===== config.mk =====
export PLATFORM = sky130hd
export DESIGN_NAME = hex_display_scan
export DESIGN_NICKNAME = d
export VERILOG_FILES = /design/src/rtl/hex_display_pkg.sv /design/src/rtl/scan_prescaler.sv /design/src/rtl/hex_display_scan.sv
export SDC_FILE = /design/constraint.sdc
export NUM_CORES = 1
export LEC_CHECK = 0
export CAP_MARGIN = 5
export CORE_MARGIN = 3
export CORE_UTILIZATION = 30
export DETAILED_ROUTE_END_ITERATION = 7
export MAX_ROUTING_LAYER = met4
export PLACE_DENSITY = 0.49
export SETUP_SLACK_MARGIN = 0.05
export SYNTH_ARGS = -nofsm -noshare
export SYNTH_HDL_FRONTEND = slang
export SYNTH_SLANG_ARGS = --single-unit

===== constraint.sdc =====
create_clock -name clk -period 2.1 [get_ports clk]
set_input_delay 0.42 -clock clk [delete_from_list [all_inputs] [get_ports clk]]
set_output_delay 0.42 -clock clk [all_outputs]
set_load 0.005 [all_outputs]

===== src/rtl/hex_display_pkg.sv =====
// Shared constants and the hex-to-segment decode table for hex_display_scan.
// Segments are active-low and packed as {a,b,c,d,e,f,g}.
package hex_display_pkg;

   localparam logic [6:0] SEG_OFF = 7'h7F;

   function automatic logic [6:0] seg_decode(input logic [3:0] nib);
      logic [6:0] s;
      case (nib)
         4'h0:    s = 7'h01;
         4'h1:    s = 7'h4F;
         4'h2:    s = 7'h12;
         4'h3:    s = 7'h06;
         4'h4:    s = 7'h4C;
         4'h5:    s = 7'h24;
         4'h6:    s = 7'h20;
         4'h7:    s = 7'h0F;
         4'h8:    s = 7'h00;
         4'h9:    s = 7'h04;
         4'hA:    s = 7'h08;
         4'hB:    s = 7'h60;
         4'hC:    s = 7'h31;
         4'hD:    s = 7'h42;
         4'hE:    s = 7'h30;
         default: s = 7'h38;
      endcase
      return s;
   endfunction

endpackage


===== src/rtl/scan_prescaler.sv =====
// Slot timing for the display scanner: a prescaler counter that paces the digit index,
// flags the last cycle of each slot and the dead-time window at the start of each slot.
module scan_prescaler #(
   parameter int NUM_DIGITS  = 4,
   parameter int REFRESH_DIV = 50000,
   parameter int DEAD_CYCLES = 2,
   localparam int CW = (REFRESH_DIV > 1) ? $clog2(REFRESH_DIV) : 1,
   localparam int IW = (NUM_DIGITS > 1) ? $clog2(NUM_DIGITS) : 1
) (
   input  logic          clk,
   input  logic          rst_n,
   output logic          slot_tick,
   output logic          in_dead,
   output logic [IW-1:0] idx
);

   logic [CW-1:0] cnt;

   assign slot_tick = (cnt == CW'(REFRESH_DIV - 1));

   always_ff @(posedge clk or negedge rst_n) begin
      if (!rst_n) begin
         cnt <= '0;
      end else if (slot_tick) begin
         cnt <= '0;
      end else begin
         cnt <= cnt + 1'b1;
      end
   end

   generate
      if (DEAD_CYCLES == 0) begin : g_no_dead
         assign in_dead = 1'b0;
      end else begin : g_dead
         assign in_dead = (cnt < CW'(DEAD_CYCLES));
      end

      // A single-digit display never advances the index.
      if (NUM_DIGITS == 1) begin : g_one_digit
         assign idx = '0;
      end else begin : g_multi_digit
         always_ff @(posedge clk or negedge rst_n) begin
            if (!rst_n) begin
               idx <= '0;
            end else if (slot_tick) begin
               if (idx == IW'(NUM_DIGITS - 1)) begin
                  idx <= '0;
               end else begin
                  idx <= idx + 1'b1;
               end
            end
         end
      end
   endgenerate

endmodule


===== src/rtl/hex_display_scan.sv =====
// Multiplexed common-anode 7-segment scanner with dead time, blanking, leading-zero
// suppression and load-strobed snapshot. Define HEX_DISPLAY_SCAN_DP_EN for decimal points.
module hex_display_scan
   import hex_display_pkg::*;
#(
   parameter int NUM_DIGITS  = 4,
   parameter int REFRESH_DIV = 50000,
   parameter int DEAD_CYCLES = 2
) (
   input  logic                    clk,
   input  logic                    rst_n,
   input  logic [4*NUM_DIGITS-1:0] value,
   input  logic                    load,
   input  logic [NUM_DIGITS-1:0]   blank_mask,
   input  logic                    lzs,
`ifdef HEX_DISPLAY_SCAN_DP_EN
   input  logic [NUM_DIGITS-1:0]   dp_mask,
   output logic                    dp,
`endif
   output logic [NUM_DIGITS-1:0]   an,
   output logic [6:0]              seg,
   output logic                    frame_start
);

   localparam int IW = (NUM_DIGITS > 1) ? $clog2(NUM_DIGITS) : 1;

   logic                    slot_tick;
   logic                    in_dead;
   logic [IW-1:0]           idx;
   logic                    slot_first;
   logic [4*NUM_DIGITS-1:0] value_q;
   logic [NUM_DIGITS-1:0]   upper_zero;
   logic [3:0]              nib;
   logic                    dark;
   logic [NUM_DIGITS-1:0]   an_nxt;
   logic [6:0]              seg_nxt;
   logic                    frame_start_nxt;

   scan_prescaler #(
      .NUM_DIGITS  (NUM_DIGITS),
      .REFRESH_DIV (REFRESH_DIV),
      .DEAD_CYCLES (DEAD_CYCLES)
   ) u_prescaler (
      .clk       (clk),
      .rst_n     (rst_n),
      .slot_tick (slot_tick),
      .in_dead   (in_dead),
      .idx       (idx)
   );

   // Tracks cnt==0 without exposing the counter: the cycle after a tick, or right after reset.
   always_ff @(posedge clk or negedge rst_n) begin
      if (!rst_n) begin
         slot_first <= 1'b1;
      end else begin
         slot_first <= slot_tick;
      end
   end

   always_ff @(posedge clk or negedge rst_n) begin
      if (!rst_n) begin
         value_q <= '0;
      end else if (load) begin
         value_q <= value;
      end
   end

   always_comb begin
      upper_zero = '0;
      nib        = 4'h0;
      upper_zero[NUM_DIGITS-1] = (value_q[4*NUM_DIGITS-1 -: 4] == 4'h0);
      for (int i = NUM_DIGITS - 2; i >= 0; i--) begin
         upper_zero[i] = upper_zero[i+1] && (value_q[4*i +: 4] == 4'h0);
      end
      for (int i = 0; i < NUM_DIGITS; i++) begin
         if (idx == IW'(i)) begin
            nib = value_q[4*i +: 4];
         end
      end
   end

   // Blanking wins over everything; lzs never darkens digit 0.
   assign dark = blank_mask[idx] || (lzs && (idx != '0) && upper_zero[idx]);

   always_comb begin
      an_nxt          = '1;
      seg_nxt         = SEG_OFF;
      frame_start_nxt = slot_first && (idx == '0);
      if (!in_dead) begin
         for (int i = 0; i < NUM_DIGITS; i++) begin
            an_nxt[i] = (idx != IW'(i));
         end
         seg_nxt = dark ? SEG_OFF : seg_decode(nib);
      end
   end

   always_ff @(posedge clk or negedge rst_n) begin
      if (!rst_n) begin
         an          <= '1;
         seg         <= SEG_OFF;
         frame_start <= 1'b0;
      end else begin
         an          <= an_nxt;
         seg         <= seg_nxt;
         frame_start <= frame_start_nxt;
      end
   end

`ifdef HEX_DISPLAY_SCAN_DP_EN
   logic [NUM_DIGITS-1:0] dp_mask_q;

   always_ff @(posedge clk or negedge rst_n) begin
      if (!rst_n) begin
         dp_mask_q <= '0;
         dp        <= 1'b1;
      end else begin
         if (load) begin
            dp_mask_q <= dp_mask;
         end
         dp <= in_dead ? 1'b1 : ~dp_mask_q[idx];
      end
   end
`endif

endmodule


==> images/gates.png <==
Drawn at 3 px/um.
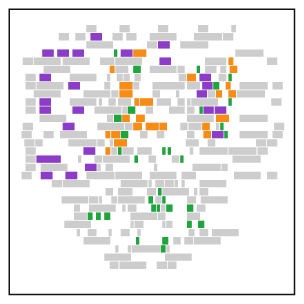
mux cells: in purple, cells 24. aoi and oai cells: in orange, cells 24. nand cells: in green, cells 32.
most frequent logic cell in the layout: clkdlybuf4s50_1
multi-input gate share of total cell area: 37.7%
Post-Layout Cell Count: 364

==> images/layers.png <==
Drawn at 3 px/um.
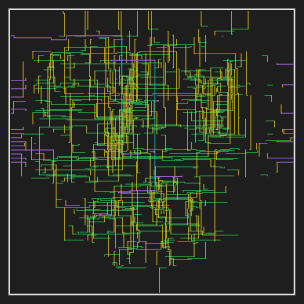
M1: in green, wire length 2470 um. M2: in yellow, wire length 2260 um. M4: in cyan, wire length 83.0 um. M3: in purple, wire length 196 um.
WL final: 5010 um
via count: 1712
WL/cell: 13.8 um
GRT Total Usage: 12.2%

==> images/m3.png <==
Drawn at 4 px/um.
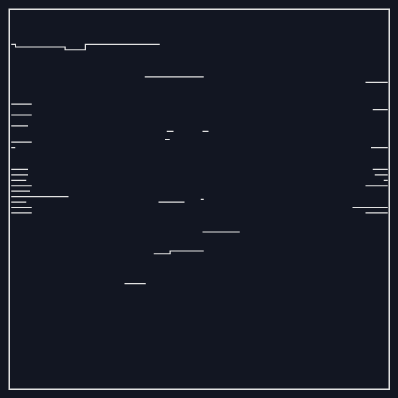
The layer holds 3.9% of the routed length. 28 nets have wire on it.
GR Layer Usage met3: 3.27%

==> impl_metrics.json <==
{
  "status": "finished clean",
  "post_cts_buffers": 1,
  "cp-end-kind": "flip-flop",
  "cts_tree": "yes",
  "finish.utilization_pct": 43.0,
  "clk_pin_slew_ns": 0.09,
  "crit_path_top_delay_cell": "dfrtp_2",
  "mux_area_share_pct": 11.8,
  "met1Wirelength_um": 2470,
  "maxCapViolCount": 0,
  "buf_share_pct": 16.8,
  "top_cell": "dfrtp_1",
  "drt_first_pass_iters": 4,
  "r2r_end": "seg[0]",
  "fill_cells": 733,
  "crit_chain": "inv_4 > ha_4 > buf_2 > a211oi_2 > a211oi_2 > buf_4 > mux2_2 > a22oi_2 > nand2_1",
  "syn_to_final_growth_pct": 36.0,
  "p_per_area_mw_per_mm2": 606,
  "swShare_pct": 23.0,
  "critical_path.max_stage_delay_ns": 0.48,
  "worst_slack_ns": 0.0451,
  "worst-path-max-fanout": 6,
  "wl_met3_um": 196,
  "grt_max_degree": 28,
  "peakVddDrop_mv": 0.267,
  "viasPerCell": 4.70,
  "seq_power_mw": 0.999,
  "p_int_mw": 1.50,
  "critical_path_class": "reg -> reg",
  "ys_sh_aoi_pct": 7.55,
  "inv_count": 8,
  "use_met2_pct": 17.1,
  "postRouteAntennaNets": 0,
  "antenna_found_initial": 0,
  "critPathLaunch": "u_prescaler.idx[1]",
  "rsz0062_at_grt": "true",
  "antenna_cells": 0,
  "sequentialPowerShare_pct": 51.5,
  "yosys.area_share.simple_pct": 15.6,
  "relSlewSlack_pct": 67.4,
  "critPathRequiredTime_ns": 2.32,
  "top_power_group": "registers",
  "crit_arrival_ns": 2.27,
  "r2r_cells": 9,
  "start_kind": "flip-flop",
  "crit_top_cell": "a211oi_2",
  "h-tree-depth": 2,
  "grt_util_met1_pct": 16.7,
  "yosys_register_bits": 47,
  "clkCellAreaFrac_pct": 3.32,
  "top_usage_layer": "met2",
  "warnings": 35,
  "synth_top_area_share_pct": 37.2,
  "clockBufferDepth": 2,
  "top_cells_by_area": "dfrtp_1 37%, dfstp_2 13%, mux2_2 9.6%, ha_1 5.8%, xor2_1 3.3%",
  "hold_buffers": 0,
  "avgSynthCellArea_um2": 11.4,
  "ff_latch_area_mm2": 0.00119,
  "drt_iter0_markers": 61,
  "synthTopCellsByCount": "35 x dfrtp_1, 20 x mux2_2, 16 x nand2_1",
  "fp_nets": 241,
  "synth-adder-area-share_pct": 5.84,
  "min_path_type": "in -> async",
  "chipArea_mm2": 0.00895,
  "edf_count": 0,
  "final_layout_size_suffix_gt1_share_pct": 35.1,
  "finalMaxSlewViolations": 0,
  "yosysWarnings": 0,
  "pin_count": 36,
  "powerComb_mw": 0.295,
  "top_area_cell": "dfrtp_1",
  "netSwitchingPower_mw": 0.446,
  "crit_end": "seg[0]",
  "leakagePower_nw": 1.35,
  "core_util_floorplan_pct": 31.6,
  "ys_area_mm2": 0.00235,
  "placedCellCount": 348,
  "grt_pass1_vias": 1725,
  "holdWs_ns": 0.0740,
  "flop_cell": "dfrtp_1",
  "drc": 0,
  "seq_area_frac_synth_pct": 50.6,
  "gr-total-overflow": 0,
  "ys_cells": 206,
  "finalClockPeriodUsage_pct": 97.9,
  "logic_gates": 143,
  "core-area_mm2": 0.00745
}
==> images/clock_wires.png <==
Drawn at 4 px/um.
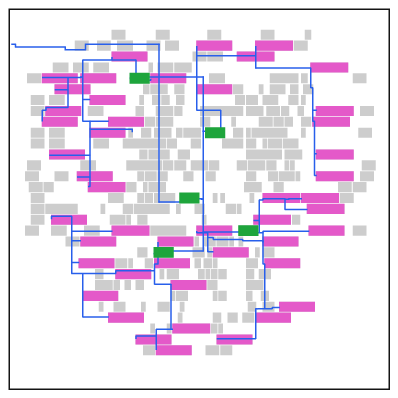
flip-flops: in magenta, count 47. clock-net drivers: in green, count 5. clock wires: in blue, length 612 um.
Position of the flops: widely spread. There are 6 routed clock nets.
Clk. pwr: 0.647 mW
Latency at later pin: 0.30 ns
Clock power frac: 33.3%
clock skew: 0.0106 ns

==> images/clock_nets.png <==
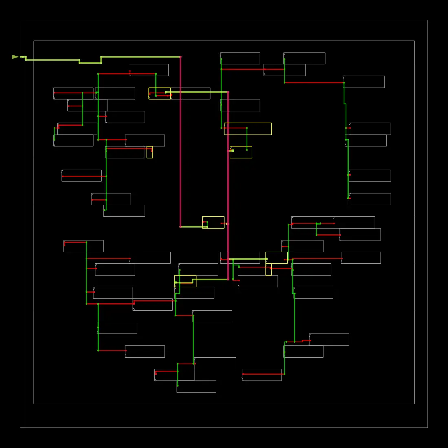
clock buf count: 7
cts bufs inserted: 5
flop count: 47
# clock sinks: 47

No activity file was given, so power comes from the tool's default toggle rates.
